File: src/rtl/cla_pkg.sv
// Shared definitions for the hierarchical carry-lookahead adders.
// Block propagate/generate helper is reused by the second-level lookahead unit.
package cla_pkg;

    localparam int unsigned CLA_W = 4;

    typedef logic [CLA_W-1:0] cla_operand_t;

    typedef struct packed {
        logic p_block;
        logic g_block;
    } cla_block_pg_t;

    function automatic cla_block_pg_t cla_block_pg(input logic [CLA_W-1:0] p,
                                                   input logic [CLA_W-1:0] g);
        cla_block_pg_t r;
        r.p_block = &p;
        r.g_block = g[3]
                  | (p[3] & g[2])
                  | (p[3] & p[2] & g[1])
                  | (p[3] & p[2] & p[1] & g[0]);
        return r;
    endfunction

endpackage

File: src/rtl/cla_pg_cell.sv
// Single-bit propagate/generate term generator for the lookahead adders.
module cla_pg_cell (
    input  logic a,
    input  logic b,
    output logic p,
    output logic g
);

    always_comb begin
        p = a ^ b;
        g = a & b;
    end

endmodule

File: src/rtl/cla_4_bit.sv
// Registered 4-bit carry-lookahead adder slice with block P/G export.
// Define CLA_4_BIT_OVF_EN to add the registered signed-overflow output OVF.
module cla_4_bit
    import cla_pkg::*;
(
    input  logic             clk,
    input  logic             rst_n,
    input  logic [CLA_W-1:0] A,
    input  logic [CLA_W-1:0] B,
    input  logic             C0,
    output logic [CLA_W-1:0] S,
    output logic             C4,
    output logic             P_block,
    output logic             G_block
`ifdef CLA_4_BIT_OVF_EN
    ,
    output logic             OVF
`endif
);

    logic [CLA_W-1:0] p;
    logic [CLA_W-1:0] g;
    logic [CLA_W-1:0] c;
    logic [CLA_W-1:0] sum_d;
    logic             c4_d;
    cla_block_pg_t    blk;

    for (genvar i = 0; i < CLA_W; i++) begin : g_pg
        cla_pg_cell u_pg (
            .a(A[i]),
            .b(B[i]),
            .p(p[i]),
            .g(g[i])
        );
    end

    // Flat two-level lookahead: every carry is a sum of products of P/G and C0.
    always_comb begin
        c    = '0;
        c[0] = C0;
        c[1] = g[0] | (p[0] & C0);
        c[2] = g[1] | (p[1] & g[0]) | (p[1] & p[0] & C0);
        c[3] = g[2] | (p[2] & g[1]) | (p[2] & p[1] & g[0])
             | (p[2] & p[1] & p[0] & C0);
        blk   = cla_block_pg(p, g);
        c4_d  = blk.g_block | (blk.p_block & C0);
        sum_d = p ^ c;
    end

    always_ff @(posedge clk) begin
        if (!rst_n) begin
            S       <= '0;
            C4      <= 1'b0;
            P_block <= 1'b0;
            G_block <= 1'b0;
        end else begin
            S       <= sum_d;
            C4      <= c4_d;
            P_block <= blk.p_block;
            G_block <= blk.g_block;
        end
    end

`ifdef CLA_4_BIT_OVF_EN
    always_ff @(posedge clk) begin
        if (!rst_n) begin
            OVF <= 1'b0;
        end else begin
            OVF <= c4_d ^ c[3];
        end
    end
`endif

endmodule

File: config.mk
export PLATFORM = sky130hd
export DESIGN_NAME = cla_4_bit
export DESIGN_NICKNAME = d
export VERILOG_FILES = /design/src/rtl/cla_pkg.sv /design/src/rtl/cla_pg_cell.sv /design/src/rtl/cla_4_bit.sv
export SDC_FILE = /design/constraint.sdc
export NUM_CORES = 1
export LEC_CHECK = 0
export CAP_MARGIN = 5
export CORE_AREA = 2 2 39 41
export DETAILED_ROUTE_END_ITERATION = 10
export DIE_AREA = 0 0 41 43
export GPL_TIMING_DRIVEN = 0
export SYNTH_ARGS = -nofsm -noshare
export SYNTH_HDL_FRONTEND = slang
export SYNTH_SLANG_ARGS = --single-unit
File: constraint.sdc
create_clock -name clk -period 1.85 [get_ports clk]
set_input_delay 0.37 -clock clk [delete_from_list [all_inputs] [get_ports clk]]
set_output_delay 0.37 -clock clk [all_outputs]
set_load 0.05 [all_outputs]
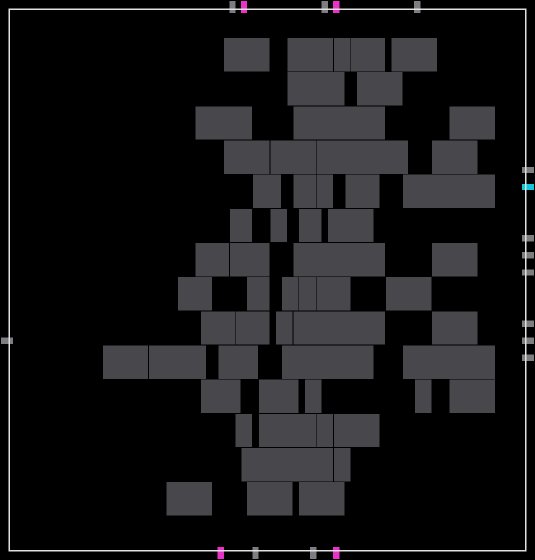
Fig. 1. Pin map (run 1).
Pins as bars across the die edge, other pins in gray.
Key: magenta = A [pins 4, direction input, edge 2 bottom, 2 top]; cyan = G_block [pins 1, direction output, edge right]

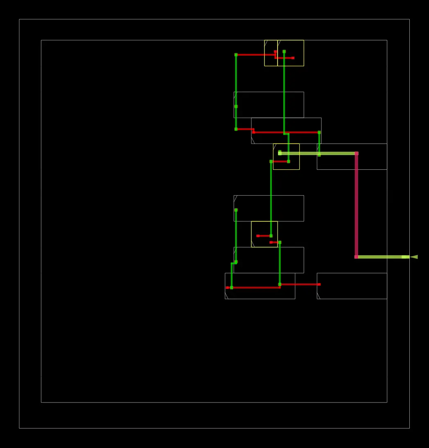
Fig. 2. The clock network (run 1).
CTS buffer count: 3
CLK BUF: 4
clock-net power: 132 uW

==> qor.yml, run 1 <==
worstMarginPinSlew_ns: 0.492
cts_tree: "built"
max_stage_delay_ns: 0.79
grt_pass1_vias: 308
fin_crit_sh: 0.923
core_area_sq_um: 1380
ys_types: 18
gr-total-overflow: 0
period_minus_slack_ns: 1.71
avgViaCountPerCell: 4.34
clk_pin_slew_ns: 0.05
edf_count: 0
rows: 14
post_cts_buffers: 0
io_buffers: 17
switching_share: 0.314
die_area_sq_um: 1760
status: "finished, final reports clean"
fp_nets: 52
met2_length_um: 323
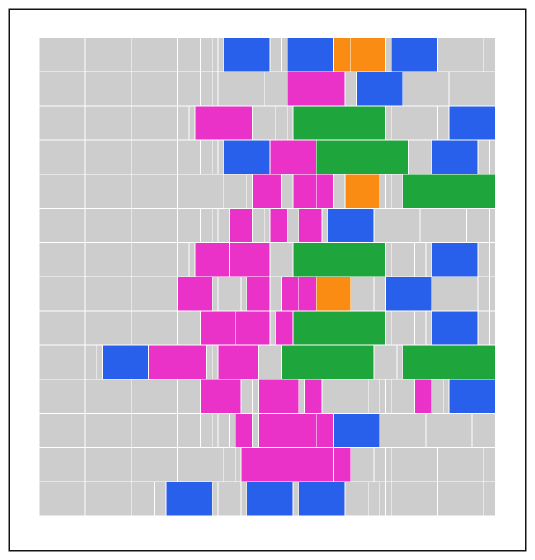
Fig. 3. Cells colored by class (run 1).
Fill, decap, tap and diode cells in gray.
Key: magenta = combinational and other logic [cells 29]; orange = clock drivers and dummy loads [cells 4]; blue = other buffers and delay cells [cells 17]; green = flops [cells 7]

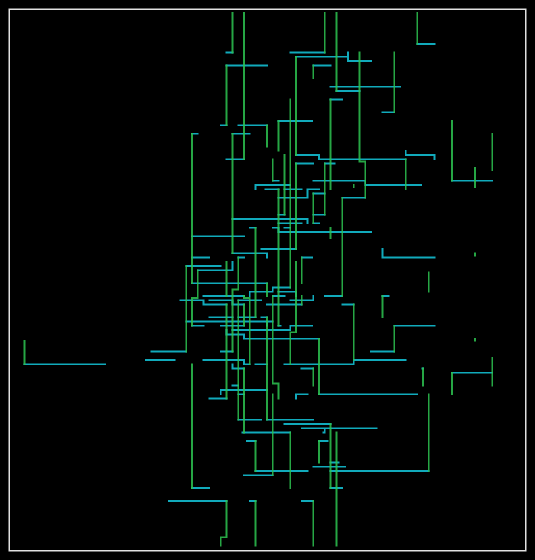
Fig. 4. Signal wires by layer (run 1).
Only two layers are drawn.
Key: cyan = metal 1 [wire length 276 um]; green = metal 2 [wire length 323 um]
GRT Resource Usage Total: 0.0956
Post-Route WL: 661 um
routed len/inst: 9.05 um
total vias in the final route: 317

run 1: worst paths after layout:
check	from	slack (ns)	depth (start not counted)	end
worst min-delay path	rst_n	0.78	3	P_block$_SDFF_PN0_
worst max-delay path	C4$_SDFF_PN0_	0.14	1	C4
run 1: registers in the layout (all words and copies together) (netlist names):
signal / count
C4: 1
G_block: 1
S: 4
P_block: 1
run 1: cell families after synthesis:
logic type | share of synthesized area
AOI/OAI and AO/OA | 0.204
xor gates and xnor gates | 0.0251
adders and majority gates | 0.201
buffers and inverters | 0.0430
DFF | 0.401
muxes | 0.0287
and+or+nand+nor | 0.0968
run 1: layout make-up:
cell class | count | area share
Clock buffer | 4 | 0.0465
Tap cell | 16 | 0.0354
Multi-Input combinational cell | 25 | 0.343
Timing Repair Buffer | 17 | 0.301
Inverter | 4 | 0.0265
Sequential cell | 7 | 0.248
run 1: power groups by stage:
stage / Clock [mW] / Combinational [mW] / Sequential, mW
floorplan: 0 / 0.0488 / 0.224
global placement: 0 / 0.161 / 0.172
detailed placement: 0 / 0.161 / 0.172
CTS: 0.141 / 0.162 / 0.169
global route: 0.149 / 0.173 / 0.170
finish: 0.132 / 0.161 / 0.169
run 1: metrics by stage:
step                total power [mW]  instance area, sq um  worst slack (ns)  hold WS, ns
floorplan                      0.273                   349             0.513        0.489
global placement               0.333                   539           -0.0478         1.04
detailed placement             0.334                   539           0.00662         1.02
CTS                            0.473                   566             0.123        0.773
global route                   0.492                   566            0.0693        0.815
finish                         0.462                   566             0.143        0.780
run 1: Yosys cell counts, types with 2 or more instances:
| cell | instances | area (sq um) |
|---|---|---|
| dfxtp_1 | 7 | 140 |
| ha_1 | 4 | 50.1 |
| a211oi_1 | 2 | 15.0 |
| inv_1 | 4 | 15.0 |
| o21ai_0 | 2 | 10.0 |
| nand2_1 | 3 | 11.3 |
| nor2_1 | 3 | 11.3 |
run 1: layer usage:
| layer | track usage | vias to the layer above |
|---|---|---|
| li1 | - | 165 |
| met1 | 0.0939 | 141 |
| met2 | 0.138 | 9 |
| met3 | 0.0366 | 2 |
| met4 | 0.100 | 0 |
| met5 | 0 | - |
Fig. 5: run 1, gate-type map
Scale bar: 10 um.
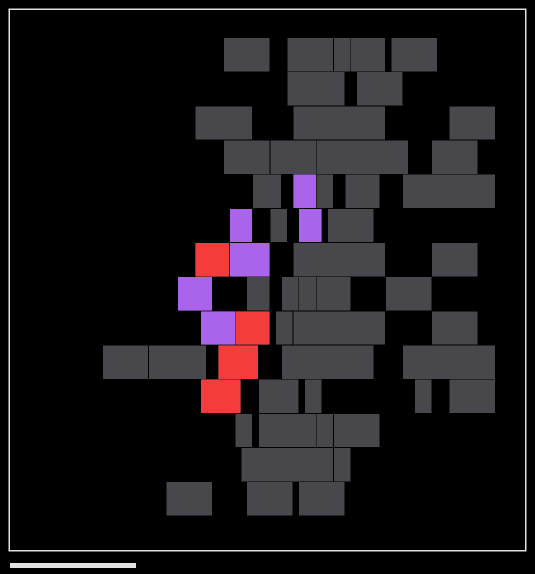

==> inputs of run 2 (changes only) <==
--- a/config.mk
+++ b/config.mk
@@ -6,9 +6,9 @@
 export NUM_CORES = 1
 export LEC_CHECK = 0
 export CAP_MARGIN = 5
-export CORE_AREA = 2 2 39 41
+export CORE_AREA = 10 10 47 49
 export DETAILED_ROUTE_END_ITERATION = 10
-export DIE_AREA = 0 0 41 43
+export DIE_AREA = 0 0 57 59
 export GPL_TIMING_DRIVEN = 0
 export SYNTH_ARGS = -nofsm -noshare
 export SYNTH_HDL_FRONTEND = slang
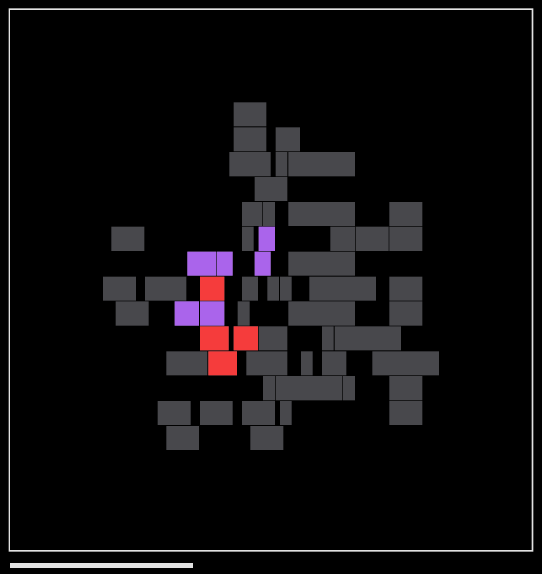
Fig. 6. Gate-type map (run 2).
Scale bar: 20 um.
Key: red = AND-OR and OR-AND gates [cells 4, where center]; purple = inverting AOI/OAI gates [cells 6, where center]
Layout Cells excl Fill: 73
Comb/total area: 0.343
Commonest Layout Cell: clkdlybuf4s50_1

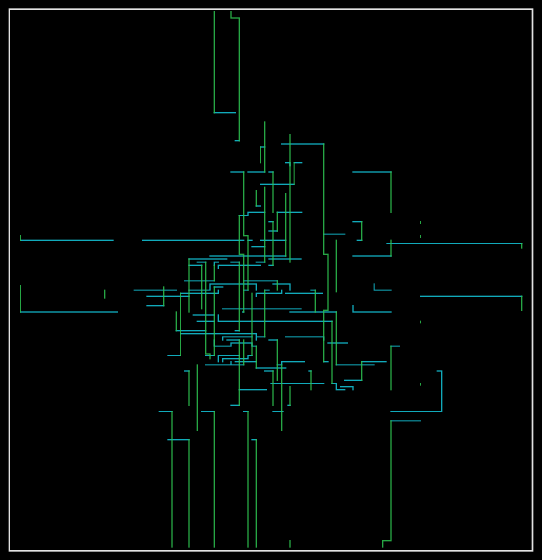
Fig. 7. Signal wires by layer (run 2).
Only two layers are drawn.
Key: cyan = metal 1 [wire length 307 um]; green = metal 2 [wire length 357 um]

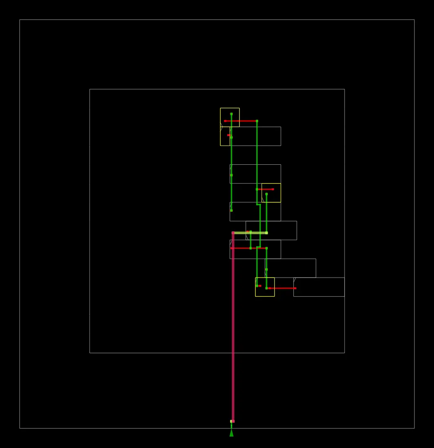
Fig. 8. The clock network (run 2).
clock-net power: 131 uW
Sink Count: 7
flop count: 7

==> run 2 against run 1 <==
Critical path depth stayed put. Fmax decreased by 0.52%. Largest cell class unchanged. Critical endpoint is now S[0]. Clock power about the same. Total power shrank 0.41%. Via count shrank 3.2%. Final cell count is the same.
==> qor.yml, run 2 <==
status: "finished, final reports clean"  # unchanged
via_count: 307  # was 317
ys_sh_simple: 0.0968  # unchanged
fin_area_sq_um: 566  # unchanged
top_register: "S"  # unchanged
most_common_cell: "dfxtp_1"  # unchanged
numCtsBuffers: 3  # unchanged
total_power_uw: 460  # was 462 uW
clk_pin_slew_ns: 0.05  # about the same
synth.logic.top_family: "AND-OR/OR-AND gates"  # unchanged
core_area_sq_um: 1400  # was 1380 sq um
max_stage_delay_ns: 0.80  # was 0.79 ns
gr-total-overflow: 0  # unchanged
finalHoldWorstSlack_ns: 0.782  # was 0.780 ns
post_cts_buffers: 0  # unchanged
dpl_cell_area_sq_um: 539  # unchanged
top_cells_by_area: "dfxtp_1 (40%), ha_1 (14%), fa_1 (5.7%), a211oi_1 (4.3%), inv_1 (4.3%)"  # unchanged
rows: 14  # unchanged
cts_tree: "built"  # unchanged
die_area_sq_um: 3360  # was 1760 sq um
synthTopCellsByCount: "dfxtp_1 (7), ha_1 (4), inv_1 (4)"  # unchanged
top_area_cell: "dfxtp_1"  # unchanged
run 2: layout make-up:
cell class	count	area share
Sequential cell	7	0.248
Timing Repair Buffer	17	0.301
Tap cell	16	0.0354
Inverter	4	0.0265
Clock buffer	4	0.0465
Multi-Input combinational cell	25	0.343
run 2: cell families after synthesis:
group                      count (synthesis)
DFF                                        7
and+or+nand+nor                            8
buffers and inverters                      4
adders and majority gates                  5
AOI/OAI and AO/OA                         10
xor gates and xnor gates                   1
muxes                                      1
run 2: report_power, final:
part           internal [mW]  switching [mW]
Clock                 0.0818          0.0489
Combinational         0.0685          0.0913
Sequential             0.166         0.00341
Total                  0.316           0.144
run 2: per-layer routing:
| metal | share of wire | GRT usage | vias to the layer above | wire [um] |
|---|---|---|---|---|
| met2 | 0.47 | 0.0744 | 11 | 356 |
| met1 | 0.41 | 0.0434 | 128 | 306 |
| met4 | 0.036 | 0.0805 | 0 | 27 |
| li1 | - | - | 166 | - |
| met3 | 0.085 | 0.0236 | 2 | 64 |
| met5 | 0 | 0 | - | 0 |
run 2: path summary, 6_finish.rpt:
kind | start | endpoint | slack [ns] | cells after the start
hold / removal | rst_n | P_block$_SDFF_PN0_ | 0.78 | 3
setup / recovery | S[0]$_SDFF_PN0_ | S[0] | 0.13 | 1
==> inputs of run 3 (changes only) <==
--- a/config.mk
+++ b/config.mk
@@ -7,6 +7,7 @@
 export LEC_CHECK = 0
 export CAP_MARGIN = 5
 export CORE_AREA = 10 10 47 49
+export CTS_CLUSTER_SIZE = 20
 export DETAILED_ROUTE_END_ITERATION = 10
 export DIE_AREA = 0 0 57 59
 export GPL_TIMING_DRIVEN = 0
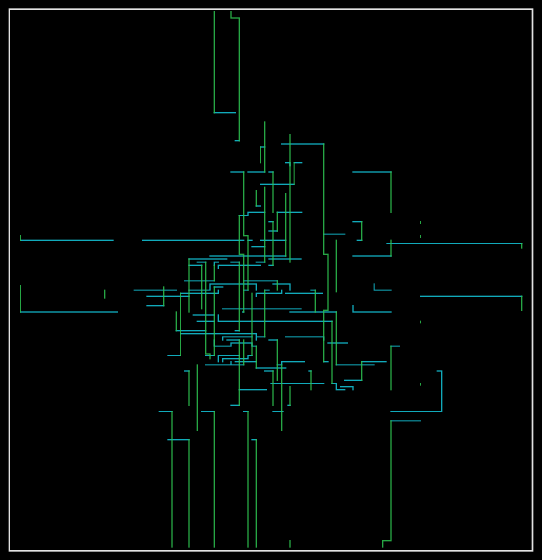
Fig. 9. Signal wires by layer (run 3).
Only two layers are drawn.
Key: green = metal 2 [wire length 357 um]; cyan = metal 1 [wire length 307 um]
Post-Route WL: 755 um
routed len/inst: 10.3 um
total vias in the final route: 307
GRT Resource Usage Total: 0.0517

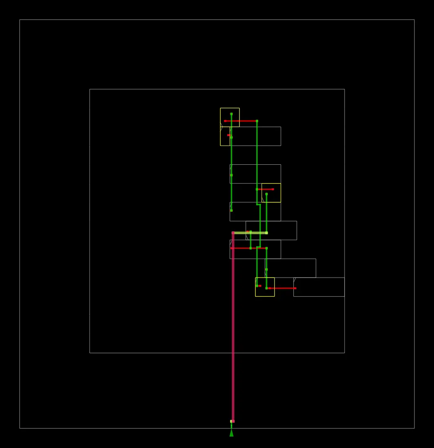
Fig. 10. The clock network (run 3).

==> run 3 against run 2 <==
Non-clock buffer count unchanged. Critical path depth unchanged. Sequential share of layout area unchanged. Synthesized cell count unchanged. Total power unchanged. Fmax unchanged. Sequential power about the same. Highest routed layer unchanged.
==> qor.yml, run 3 <==
ys_async_sr_fraction: 0  # unchanged
top_area_cell: "dfxtp_1"  # unchanged
gr-total-overflow: 0  # unchanged
setup_tns_ns: 0  # unchanged
io_buffers: 17  # unchanged
worstSetupEndpoint: "S[0]"  # unchanged
total_power_uw: 460  # unchanged
most_common_cell: "dfxtp_1"  # unchanged
fin_crit_sh: 0.928  # unchanged
avgViaCountPerCell: 4.21  # unchanged
layout_top_cell: "clkdlybuf4s50_1"  # unchanged
clock_sinks: 7  # unchanged
dpl_cell_area_sq_um: 539  # unchanged
ys_types: 18  # unchanged
synthAoiAreaFrac: 0.204  # unchanged
status: "finished, final reports clean"  # unchanged
cts_tree: "built"  # unchanged
finalHoldWorstSlack_ns: 0.782  # unchanged
period_minus_slack_ns: 1.72  # unchanged
numCtsBuffers: 3  # unchanged
clk_pin_slew_ns: 0.05  # about the same
drt_iter0_markers: 2  # unchanged
core_area_sq_um: 1400  # unchanged
synthTopCellsByCount: "dfxtp_1 (7), ha_1 (4), inv_1 (4)"  # unchanged
post_cts_buffers: 0  # unchanged
top_register: "S"  # unchanged
top_cells_by_area: "dfxtp_1 (40%), ha_1 (14%), fa_1 (5.7%), a211oi_1 (4.3%), inv_1 (4.3%)"  # unchanged
crit_start: "S[0]$_SDFF_PN0_"  # unchanged
synth_top_area_share: 0.401  # unchanged
max_stage_delay_ns: 0.80  # about the same
rows: 14  # unchanged
synth_xor_xnor_area_share: 0.0251  # unchanged
worstPathArrival_ns: 1.35  # about the same
worstSetupPathDepth: 1  # unchanged
grt_pass1_vias: 334  # unchanged
fin_area_sq_um: 566  # unchanged
fa_ha_area_frac: 0.201  # unchanged
ys_sh_simple: 0.0968  # unchanged
worstMarginPinSlew_ns: 0.501  # unchanged
synthMuxAreaShare: 0.0287  # unchanged
die_area_sq_um: 3360  # unchanged
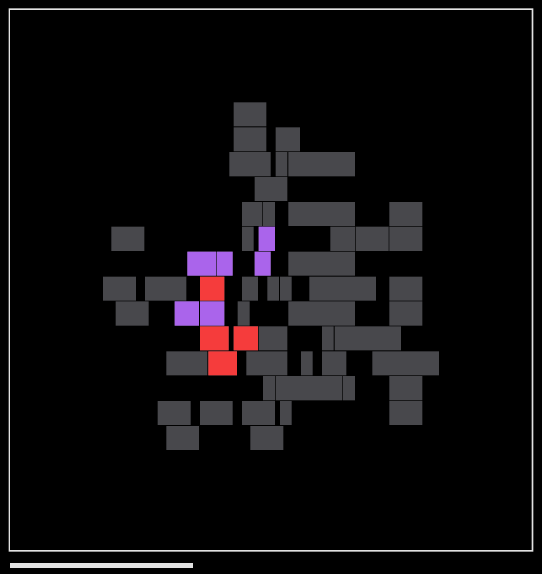
Fig. 11. Gate-type map (run 3).
Scale bar: 20 um.
Key: purple = inverting AOI/OAI gates [cells 6, where center]; red = AND-OR and OR-AND gates [cells 4, where center]

-- run 3: area by class of cell --
type / instances / area (sq um)
fill: 157 / 836
inverter: 4 / 15.0
sequential: 7 / 140
timing repair buffer: 17 / 170
multi-input combinational: 25 / 194
clock buffer: 4 / 26.3
tap: 16 / 20.0
-- run 3: worst min path at each step --
stage                         end  slack [ns]  cells after the start   from
4_1_cts        P_block$_SDFF_PN0_        0.78                      3  rst_n
5_1_grt        P_block$_SDFF_PN0_        0.82                      3  rst_n
2_1_floorplan  P_block$_SDFF_PN0_        0.49                      2  rst_n
3_3_place_gp   P_block$_SDFF_PN0_        1.03                      3  rst_n
3_5_place_dp   P_block$_SDFF_PN0_        1.04                      3  rst_n
6_report       P_block$_SDFF_PN0_        0.78                      3  rst_n
-- run 3: per-stage QoR --
| step | worst slack [ns] | cells |
|---|---|---|
| after detailed placement | -0.0205 | 69 |
| final | 0.134 | 73 |
| after CTS | 0.106 | 73 |
| after global placement | -0.0258 | 69 |
| after global routing | 0.0730 | 73 |
| after floorplan | 0.513 | 36 |
-- run 3: kinds of logic after synthesis --
logic type,Yosys count
xor+xnor,1
simple gates,8
flops,7
fa+ha+maj,5
buf+inv,4
mux,1
compound gates,10
-- run 3: report_power, final --
part	switching, mW	leakage, nW	total, mW	internal [mW]
Combinational	0.0913	0.181	0.160	0.0685
Sequential	0.00341	0.0581	0.169	0.166
Clock	0.0489	0.0150	0.131	0.0818
-- run 3: per-layer routing --
layer,track usage,part of all wire,vias up
met4,0.0805,0.036,0
met3,0.0236,0.085,2
met5,0,0,-
li1,-,-,166
met2,0.0744,0.47,11
met1,0.0434,0.41,128
Power figures rest on the tool's default switching activity, not on a simulated workload.
